## config.mk

```make
export PLATFORM = sky130hd
export DESIGN_NAME = score_keeper_flat
export DESIGN_NICKNAME = d
export VERILOG_FILES = /design/src/rtl/score_keeper_pkg.sv /design/src/rtl/score_keeper_if.sv /design/src/rtl/score_keeper_winner_decode.sv /design/src/rtl/score_keeper.sv /design/src/flat_wrapper.sv
export SDC_FILE = /design/constraint.sdc
export NUM_CORES = 1
export LEC_CHECK = 0
export ABC_AREA = 1
export ABC_CLOCK_PERIOD_IN_PS = 1800
export CAP_MARGIN = 20
export CORE_UTILIZATION = 30
export CTS_CLUSTER_SIZE = 16
export DETAILED_ROUTE_END_ITERATION = 12
export PLACE_DENSITY = 0.6
export RECOVER_POWER = 25
export SLEW_MARGIN = 20
export SYNTH_ARGS = -nofsm -noshare
export SYNTH_HDL_FRONTEND = slang
export SYNTH_HIERARCHICAL = 1
export SYNTH_SLANG_ARGS = --single-unit
```

## constraint.sdc

```tcl
create_clock -name clk -period 1.8 [get_ports clk]
set_clock_uncertainty 0.2 [all_clocks]
set_input_delay 0.36 -clock clk [delete_from_list [all_inputs] [get_ports clk]]
set_output_delay 0.36 -clock clk [all_outputs]
set_load 0.02 [all_outputs]
```

## src/rtl/score_keeper_pkg.sv

```systemverilog
// Shared definitions for the score keeper: result/winner codes, FSM states
// and default sizing.
package score_keeper_pkg;

  localparam int DEFAULT_CNT_W     = 4;
  localparam int DEFAULT_MAX_ROUND = 9;

  // Round result codes offered on the result bus
  localparam logic [1:0] RES_NONE = 2'b00;
  localparam logic [1:0] RES_P1   = 2'b01;
  localparam logic [1:0] RES_P2   = 2'b10;
  localparam logic [1:0] RES_DRAW = 2'b11;

  // Winner codes shared with the finish-detect logic and display path
  localparam logic [1:0] WIN_NONE = 2'b00;
  localparam logic [1:0] WIN_TIE  = 2'b01;
  localparam logic [1:0] WIN_P1   = 2'b10;
  localparam logic [1:0] WIN_P2   = 2'b11;

  typedef enum logic [1:0] {
    IDLE = 2'b00,
    PLAY = 2'b01,
    DONE = 2'b10
  } state_t;

  // A result of 00 carries no round outcome and is flagged as an error
  function automatic logic is_legal_res(input logic [1:0] r);
    return r != RES_NONE;
  endfunction

endpackage

```

## src/rtl/score_keeper_if.sv

```systemverilog
// Valid/ready result bus between the round judge and the score keeper.
interface score_keeper_if;

  logic       res_valid;
  logic [1:0] res;
  logic       res_ready;

  modport master (output res_valid, output res, input res_ready);
  modport slave  (input res_valid, input res, output res_ready);

endinterface

```

## src/rtl/score_keeper_winner_decode.sv

```systemverilog
// Compares P1 wins against P2 wins and yields the winner code.
// Also reused by the display path, so it carries no notion of "finished".
module winner_decode
  import score_keeper_pkg::*;
#(
  parameter int CNT_W = DEFAULT_CNT_W
) (
  input  logic [CNT_W-1:0] win,
  input  logic [CNT_W-1:0] lose,
  output logic [1:0]       winner
);

  // Pure magnitude compare; equal counts are reported as a tie
  always_comb begin
    winner = WIN_TIE;
    if (win > lose) begin
      winner = WIN_P1;
    end else if (lose > win) begin
      winner = WIN_P2;
    end
  end

endmodule

```

## src/rtl/score_keeper.sv

```systemverilog
// Per-game scoreboard: accepts one round result per handshake, counts
// rounds/wins/losses and declares the winner once MAX_ROUND rounds are in.
// Every output comes straight from a flop.
module score_keeper
  import score_keeper_pkg::*;
#(
  parameter int MAX_ROUND = DEFAULT_MAX_ROUND,
  parameter int CNT_W     = DEFAULT_CNT_W
) (
  input  logic              clk,
  input  logic              rst_n,
  input  logic              start,
  score_keeper_if.slave     res_bus,
  output logic [CNT_W-1:0]  round,
  output logic [CNT_W-1:0]  win,
  output logic [CNT_W-1:0]  lose,
  output logic              fin,
  output logic [1:0]        printwinner,
  output logic              err
);

  state_t           state;
  state_t           next_state;
  logic             res_ready_q;
  logic             take;

  logic [CNT_W-1:0] upd_round;
  logic [CNT_W-1:0] upd_win;
  logic [CNT_W-1:0] upd_lose;
  logic [1:0]       upd_winner;

  logic [CNT_W-1:0] next_round;
  logic [CNT_W-1:0] next_win;
  logic [CNT_W-1:0] next_lose;
  logic             next_fin;
  logic [1:0]       next_pw;
  logic             next_err;

  assign res_bus.res_ready = res_ready_q;

  // Ready is only ever high in PLAY, so this is the transfer qualifier
  assign take = res_bus.res_valid && res_ready_q;

  // Counter values as they would be after accepting the offered legal result
  always_comb begin
    upd_round = round + CNT_W'(1);
    upd_win   = win;
    upd_lose  = lose;
    if (res_bus.res == RES_P1) begin
      upd_win = win + CNT_W'(1);
    end
    if (res_bus.res == RES_P2) begin
      upd_lose = lose + CNT_W'(1);
    end
  end

  // Winner judged on post-accept counts so fin and printwinner land together
  winner_decode #(
    .CNT_W (CNT_W)
  ) u_winner_decode (
    .win    (upd_win),
    .lose   (upd_lose),
    .winner (upd_winner)
  );

  // Next-state and next-scoreboard logic; start always wins over a result
  always_comb begin
    next_state = state;
    next_round = round;
    next_win   = win;
    next_lose  = lose;
    next_fin   = fin;
    next_pw    = printwinner;
    next_err   = 1'b0;

    unique case (state)
      IDLE: begin
        if (start) begin
          next_round = '0;
          next_win   = '0;
          next_lose  = '0;
          next_fin   = 1'b0;
          next_pw    = WIN_NONE;
          next_state = PLAY;
        end
      end

      PLAY: begin
        if (start) begin
          next_round = '0;
          next_win   = '0;
          next_lose  = '0;
          next_fin   = 1'b0;
          next_pw    = WIN_NONE;
        end else if (take) begin
          if (!is_legal_res(res_bus.res)) begin
            next_err = 1'b1;
          end else begin
            next_round = upd_round;
            next_win   = upd_win;
            next_lose  = upd_lose;
            if (upd_round == CNT_W'(MAX_ROUND)) begin
              next_fin   = 1'b1;
              next_pw    = upd_winner;
              next_state = DONE;
            end
          end
        end
      end

      DONE: begin
        if (start) begin
          next_round = '0;
          next_win   = '0;
          next_lose  = '0;
          next_fin   = 1'b0;
          next_pw    = WIN_NONE;
          next_state = PLAY;
        end
      end

      default: begin
        next_state = IDLE;
      end
    endcase
  end

  // State, scoreboard and handshake registers with asynchronous clear
  always_ff @(posedge clk or negedge rst_n) begin
    if (!rst_n) begin
      state       <= IDLE;
      round       <= '0;
      win         <= '0;
      lose        <= '0;
      fin         <= 1'b0;
      printwinner <= WIN_NONE;
      err         <= 1'b0;
      res_ready_q <= 1'b0;
    end else begin
      state       <= next_state;
      round       <= next_round;
      win         <= next_win;
      lose        <= next_lose;
      fin         <= next_fin;
      printwinner <= next_pw;
      err         <= next_err;
      res_ready_q <= (next_state == PLAY);
    end
  end

endmodule
```

## src/flat_wrapper.sv

```systemverilog
// flat-port wrapper written by rule: the top's interface ports become plain ports
module score_keeper_flat import score_keeper_pkg::*;
#(
  parameter int MAX_ROUND = DEFAULT_MAX_ROUND,
  parameter int CNT_W     = DEFAULT_CNT_W
)
  (clk, rst_n, start, round, win, lose, fin, printwinner, err, res_bus_res_valid, res_bus_res, res_bus_res_ready);
  score_keeper_if res_bus_i ();
  input  logic clk;
  input  logic rst_n;
  input  logic start;
  output logic [CNT_W-1:0] round;
  output logic [CNT_W-1:0] win;
  output logic [CNT_W-1:0] lose;
  output logic fin;
  output logic [1:0] printwinner;
  output logic err;
  input wire logic [$bits(res_bus_i.res_valid)-1:0] res_bus_res_valid;
  input wire logic [$bits(res_bus_i.res)-1:0] res_bus_res;
  output wire logic [$bits(res_bus_i.res_ready)-1:0] res_bus_res_ready;
  assign res_bus_i.res_valid = res_bus_res_valid;
  assign res_bus_i.res = res_bus_res;
  assign res_bus_res_ready = res_bus_i.res_ready;
  score_keeper #(.MAX_ROUND(MAX_ROUND), .CNT_W(CNT_W)) u_core (.clk(clk), .rst_n(rst_n), .start(start), .res_bus(res_bus_i), .round(round), .win(win), .lose(lose), .fin(fin), .printwinner(printwinner), .err(err));
endmodule
```

run_1/m1.png
The bar under the picture is 20 um long.
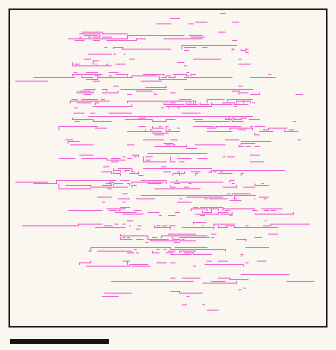
nets with wire on the layer: 192
wire length on this layer: 1250 um

run_1/pinout.png
The bar under the picture is 20 um long. Pins as bars across the die edge, other pins in grey.
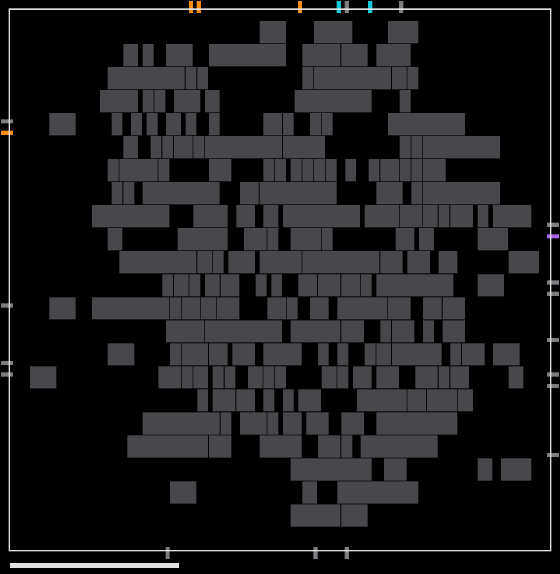
legend:
  cyan:
    port: printwinner
    pins: 2
    direction: output
    edge: top
  orange:
    port: round
    pins: 4
    direction: output
    edge: 3 top, 1 left
  purple:
    port: res_bus_res_valid
    pins: 1
    direction: input
    edge: right

run_1/route_heat.png
The bar under the picture is 20 um long. The die is cut into 13 by 13 equal tiles; dark blue is low, red is high, scaled to the fullest tile. Values are wire area over tile area, all layers added.
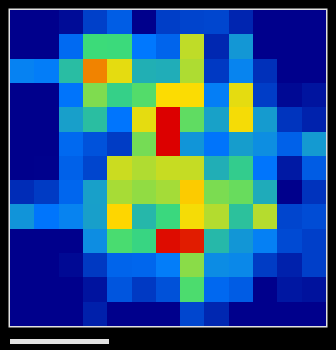
densest ninth of the die: centre
emptiest ninth of the die: lower left
tiles over half the peak: 20%
nearly empty tiles: 25%
mean over tiles: 0.11
fullest tile: 0.40

run_1/ff_map.png
The bar under the picture is 20 um long. Other sequential cells in the stronger grey, the rest of the logic in the fainter grey.
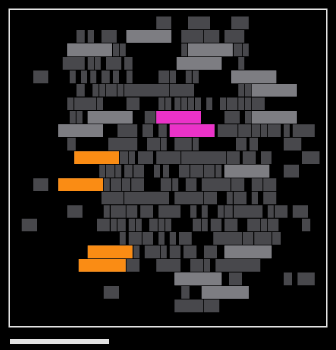
legend:
  orange:
    netlist_name: u_core/lose
    flops: 4
  magenta:
    netlist_name: u_core/printwinner
    flops: 2

==> deck_impl_summary.md, run 1 <==
Key Metrics from the Run

Layout
  – Largest cell class by area: multi-input combinational cells
  – Flop share of the area: 0.2697
  – Signal buffers: 49
  – Num sequential: 19
  – Nets: 214
  – Layout cells sized above 1: 0.3819
  – Area grow syn2layout: 55.46%
  – Final core utilization: 0.4867
  – Gate Area: 673.1 sq um
  – Most frequent cells in the layout: nand2_1, buf_4, inv_1
  – Combinational share of cell area: 0.3778
  – Comb gates: 94
  – Fill cells: 347

Yosys
  – Async SR Flop Fraction: 1.000
  – Mapped Nets: 162
  – Most frequent cell after synthesis: nand2_1
  – Synth Area in Simple Gates: 0.2587
  – Cells after Synth: 148
  – Post-Synth XOR/XNOR Area: 0.03821
  – Synth cell count leaders: nand2_1, inv_1, dfrtp_1
  – Aoi share: 0.07642
  – # Cells Yosys: 148
  – Yosys warns: 6
  – Synth area leader: dfrtp_1
  – Top cells by area: dfrtp_1, nand2_1, inv_1
  – Post-synth mux share: 0
  – Top area contributor share: 0.4148
  – Post-synth EDFFs: 0
  – Synth Area per Inst: 7.744 sq um

Run
  – Maxcap violations: 0
  – Tool warnings: 30

Drt
  – Met2 routed WL: 1433 um
  – TritonRoute pass-1 iters: 4
  – Wire length on met1: 1250 um
  – DRC errors left: 0
  – Top routing layer in use: met4
  – Vias per cell: 4.425
  – Met3 routed WL: 95 um
  – Remaining antenna violation count after routing: 0
  – Vias: 1093

Global routing
  – Met1 GRT Util: 0.1702
  – Vias in the first global route: 1064

Hold path
  – Hold Crit Class: reg -> reg

Run status
  – Status: finished, violations left
  – Failing checks: negative setup slack

Worst setup path
  – Worst reg2reg startpoint: u_core/win[0]
  – Flop2flop setup slack: -130 ps
  – Crit path from: u_core/win[0]
  – Worst EP arrival: 1890 ps
  – CP required: 1760 ps
  – CP peak stage delay: 410 ps
  – Critical Path End: u_core/printwinner[1]
  – Crit-path cells: inv_2, nor3_4, xor2_2, inv_2, ha_4, nand2_4, inv_2, nand2_2, nand2_2, nand2_2, nand3_2, nand2_1
  – R2r endpoint: u_core/printwinner[1]
  – CP endpoint kind: flip-flop

Clock tree
  – Root Buffer: clkbuf_8
  – H-tree depth: 1
  – CTS Buf Count: 3
  – Longest Clk Path Bufs: 2
  – Clock sink total: 19
  – CTS tree: done

STA
  – RSZ-0062 raised after global routing: yes
  – Setup TNS: -198.9 ps
  – Final setup margin: -128.0 ps
  – Slew margin rel.: 0.6721
  – Final setup viols: 2
  – Final Hold Violation Tally: 0

Die
  – Floorplan utilization: 0.3131
  – # Taps: 48
  – Die area: 4072 sq um

Pwr
  – Post-route total power: 1.253 mW
  – Combinational share of power: 0.358
  – Power Sequential: 0.490 mW
  – Net Switching: 0.4436 mW
  – Maximum vdd drop: 0.2566 mV

Place
  – Port buffer count: 22
  – Post-Place Worst Slack: -659.8 ps
==> run 1 -> run 2 <==
TNS_END_PERCENT = 100   (was not set)
run_2/ff_map.png
The bar under the picture is 20 um long. Other sequential cells in the stronger grey, the rest of the logic in the fainter grey.
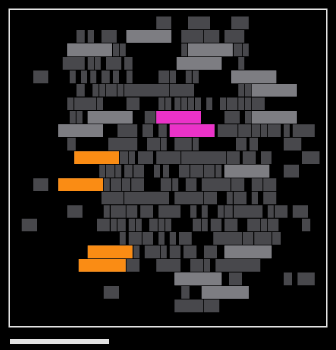
legend:
  orange:
    netlist_name: u_core/lose
    flops: 4
  magenta:
    netlist_name: u_core/printwinner
    flops: 2

==> run 2 against run 1 <==
Net effect:
- the run still ends with negative setup slack left
- worst hold slack unchanged
- total power is the same
- die area is the same
- critical path type unchanged
- routed wire length stayed put
- setup slack stayed put
- non-clock buffer count stayed put
- utilization unchanged
- register-to-register slack barely moved
==> deck_impl_summary.md, run 2 <==
Key Metrics from the Run

Run status
  – Status: finished, violations left
  – Failing checks: negative setup slack

Die
  – Row Count: 22
  – Floorplan utilization: 0.3131
  – Die area: 4072 sq um
  – # Taps: 48
  – # IOs: 23
  – Die H: 63.81 um

Layout
  – Area grow syn2layout: 55.46%
  – Register area: 480.5 sq um
  – Nets: 214
  – Most frequent cells in the layout: nand2_1, buf_4, inv_1
  – Signal buffers: 49
  – Flop share of the area: 0.2697
  – Diode count: 0
  – Largest registers: u_core/lose (4), u_core/round (4), u_core/win (4)
  – Inverters: 33
  – ClkCell Share: 0.02598
  – Fill cells: 347
  – Top cell excl fill/tap: nand2_1
  – Combinational share of cell area: 0.3778
  – Final core utilization: 0.4867
  – Comb gates: 94
  – Layout cells sized above 1: 0.3819
  – Largest cell class by area: multi-input combinational cells
  – Post-layout instance area: 1782 sq um
  – Gate Area: 673.1 sq um
  – Num sequential: 19

STA
  – Least-Margin Pin Slew: 491.9 ps
  – Slew margin rel.: 0.6721
  – Final Hold Violation Tally: 0
  – Final setup viols: 2
  – Part of the cycle the worst path needs: 1.071
  – Hold_ws: 281.4 ps
  – Setup TNS: -198.9 ps
  – F_max: 0.5187 GHz
  – Final setup margin: -128.0 ps
  – RSZ-0062 raised after global routing: yes

Global routing
  – Largest net degree at the start of global routing: 20
  – Vias in the first global route: 1064
  – First-pass GRT wire length: 4443 um
  – Grt total ovfl: 0
  – Most crowded layer after global routing: met2
  – Met1 GRT Util: 0.1702
  – Initial antenna violation count: 0

Yosys
  – # Cells Yosys: 148
  – Async SR Flop Fraction: 1.000
  – Aoi share: 0.07642
  – Registers, synthesis: 19
  – Main flop type: dfrtp_1
  – Top cells by area: dfrtp_1, nand2_1, inv_1
  – Post-Synth XOR/XNOR Area: 0.03821
  – Mapped Nets: 162
  – Synth Area in Simple Gates: 0.2587
  – Post-synth mux share: 0
  – Yosys warns: 6
  – Cells after Synth: 148
  – Synth cell count leaders: nand2_1, inv_1, dfrtp_1
  – Top area contributor share: 0.4148
  – Post-synthesis cell area: 1146 sq um
  – Synth area leader: dfrtp_1
  – Adder share: 0.08734
  – Post-synthesis sequential area ratio: 0.4148
  – Post-synth EDFFs: 0
  – Most frequent cell after synthesis: nand2_1
  – Synth Area per Inst: 7.744 sq um

Worst setup path
  – Critical Path End: u_core/printwinner[1]
  – CP peak stage delay: 410 ps
  – CP required: 1760 ps
  – Worst path slowest cell: dfrtp_2
  – Crit path from: u_core/win[0]
  – R2R cell count: 12
  – Worst EP arrival: 1890 ps
  – Worst path top cell family by delay: simple AND/OR/NAND/NOR gates
  – CP Launch Type: flip-flop
  – Flop2flop setup slack: -130 ps
  – CP endpoint kind: flip-flop
  – Worst reg2reg startpoint: u_core/win[0]
  – Critical Path Stages: 12
  – R2r endpoint: u_core/printwinner[1]
  – Crit-path cells: inv_2, nor3_4, xor2_2, inv_2, ha_4, nand2_4, inv_2, nand2_2, nand2_2, nand2_2, nand3_2, nand2_1

Hold path
  – Hold path cells: 2
  – Hold wc startpoint: u_core/fin
  – Hold Crit Class: reg -> reg

Clock tree
  – Clock sink total: 19
  – # Post-CTS Setup Buffers: 3
  – H-tree depth: 1
  – Longest Clk Path Bufs: 2
  – Hold bufs inserted after CTS: 0
  – Later-pin clock latency in the skew report: 260 ps
  – Post_cts resized: 28
  – CTS tree: done
  – Root Buffer: clkbuf_8
  – CTS Buf Count: 3

Pwr
  – Cell internal pwr: 0.8092 mW
  – Net Switching: 0.4436 mW
  – Switch share: 0.3541
  – Comb. pwr: 0.448 mW
  – Main power group: registers
  – Combinational share of power: 0.358
  – Post-route total power: 1.253 mW
  – Power Sequential: 0.490 mW
  – Maximum vdd drop: 0.2566 mV
  – Clock power share: 0.251
  – Pwr/cell area: 703.2 nW/um^2

Place
  – DP Area: 1614 sq um
  – Placed cells: 240
  – Post-Place Worst Slack: -659.8 ps
  – Port buffer count: 22

Drt
  – Drt initial violations: 26
  – Final wirelength: 2816 um
  – Vias per cell: 4.425
  – TritonRoute pass-1 iters: 4
  – Top routing layer in use: met4
  – Met3 routed WL: 95 um
  – Remaining antenna violation count after routing: 0
  – DRC errors left: 0
  – Met2 routed WL: 1433 um
  – Wire length on met1: 1250 um
  – Vias: 1093

Run
  – Maxcap violations: 0
  – Tool warnings: 30
run_2/pinout.png
The bar under the picture is 20 um long. Pins as bars across the die edge, other pins in grey.
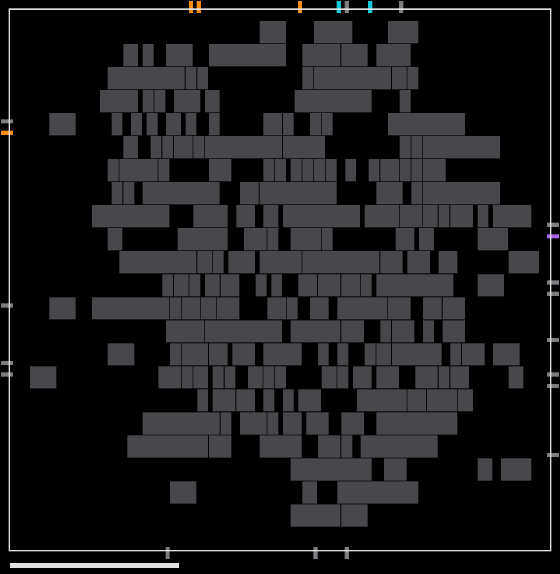
legend:
  cyan:
    port: printwinner
    pins: 2
    direction: output
    edge: top
  orange:
    port: round
    pins: 4
    direction: output
    edge: 3 top, 1 left
  purple:
    port: res_bus_res_valid
    pins: 1
    direction: input
    edge: right
all pins by edge: 8 right, 7 top, 5 left, 3 bottom

==> run 2 -> run 3 <==
CORE_ASPECT_RATIO = 2   (was not set)
run_3/route_heat.png
The bar under the picture is 10 um long. The die is cut into 9 by 18 equal tiles; dark blue is low, red is high, scaled to the fullest tile. Values are wire area over tile area, all layers added.
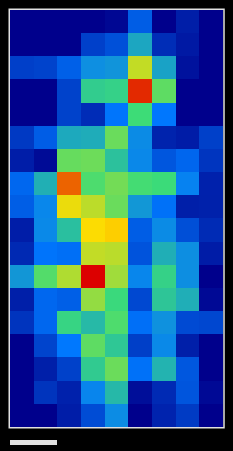
emptiest ninth of the die: upper left
densest ninth of the die: centre
mean over tiles: 0.11

==> run 3 against run 2 <==
Net effect:
- total power decreased by 1.8%
- sequential share of layout area is 0.13 points higher
- cell count stayed put
- routed wire length is 1.5% lower
- utilization hardly changed
- maximum frequency grew 0.23%
- non-clock buffer count shrank 1
- global-route usage is 1.3 points higher
- synthesized area stayed put
- critical path depth did not move
- the run still ends with negative setup slack left
- register-to-register slack barely moved
==> deck_impl_summary.md, run 3 <==
Key Metrics from the Run

Run status
  – Status: finished, violations left
  – Failing checks: negative setup slack

Drt
  – DRC errors left: 0
  – Final wirelength: 2774 um
  – TritonRoute pass-1 iters: 4
  – Vias: 1086
  – Drt initial violations: 23
  – Wire length on met1: 1058 um
  – Top routing layer in use: met4

Yosys
  – Synth Area in Simple Gates: 0.2587
  – Async SR Flop Fraction: 1.000
  – Post-synth EDFFs: 0
  – Aoi share: 0.07642
  – Synth cell count leaders: nand2_1, inv_1, dfrtp_1
  – Mapped Nets: 162
  – Post-Synth XOR/XNOR Area: 0.03821
  – Adder share: 0.08734
  – Registers, synthesis: 19

Layout
  – Area grow syn2layout: 54.69%
  – Comb gates: 94
  – Layout cells sized above 1: 0.3384
  – Fill cells: 381
  – Num sequential: 19
  – ClkCell Share: 0.02541
  – Most frequent cells in the layout: nand2_1, inv_1, buf_4
  – Largest registers: u_core/lose (4), u_core/round (4), u_core/win (4)
  – Final core utilization: 0.4863
  – Inverters: 33
  – Signal buffers: 48
  – Gate Area: 650.6 sq um
  – Combinational share of cell area: 0.3670

STA
  – Final setup viols: 2
  – Final Hold Violation Tally: 0
  – Least-Margin Pin Slew: 502.6 ps
  – Final setup margin: -123.5 ps
  – Setup TNS: -172.2 ps
  – Hold_ws: 273.1 ps
  – F_max: 0.5199 GHz

Worst setup path
  – R2r endpoint: u_core/printwinner[1]
  – Worst path slowest cell: dfrtp_2
  – Critical Path End: u_core/printwinner[1]
  – Worst path top cell family by delay: simple AND/OR/NAND/NOR gates
  – CP Launch Type: flip-flop
  – Crit path from: u_core/win[0]
  – Worst EP arrival: 1880 ps
  – CP required: 1750 ps
  – Worst reg2reg startpoint: u_core/win[0]
  – R2R cell count: 12

Place
  – Placed cells: 239
  – DP Area: 1613 sq um
  – Port buffer count: 22
  – Post-Place Worst Slack: -651.5 ps

Run
  – Maxcap violations: 0
  – Tool warnings: 30

Clock tree
  – Root Buffer: clkbuf_8
  – Later-pin clock latency in the skew report: 260 ps
  – CTS Buf Count: 3
  – # Post-CTS Setup Buffers: 2
  – CTS tree: done
  – Longest Clk Path Bufs: 2
  – Post_cts resized: 32

Global routing
  – Initial antenna violation count: 0
  – First-pass GRT wire length: 4560 um
  – Largest net degree at the start of global routing: 20
  – Met1 GRT Util: 0.1640
  – Most crowded layer after global routing: met2

Die
  – Row Count: 31
  – Floorplan utilization: 0.3143
  – Die area: 4086 sq um

Pwr
  – Switch share: 0.3431

Hold path
  – Hold wc startpoint: u_core/fin
run_3/ff_map.png
The bar under the picture is 10 um long. Other sequential cells in the stronger grey, the rest of the logic in the fainter grey.
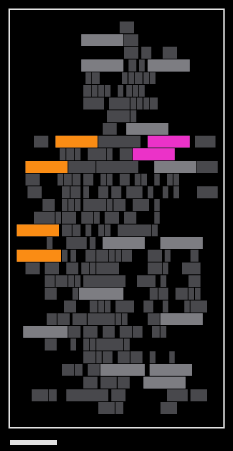
legend:
  orange:
    netlist_name: u_core/lose
    flops: 4
    where: middle left
  magenta:
    netlist_name: u_core/printwinner
    flops: 2
not coloured: 13

Power and IR drop assume default switching activity.
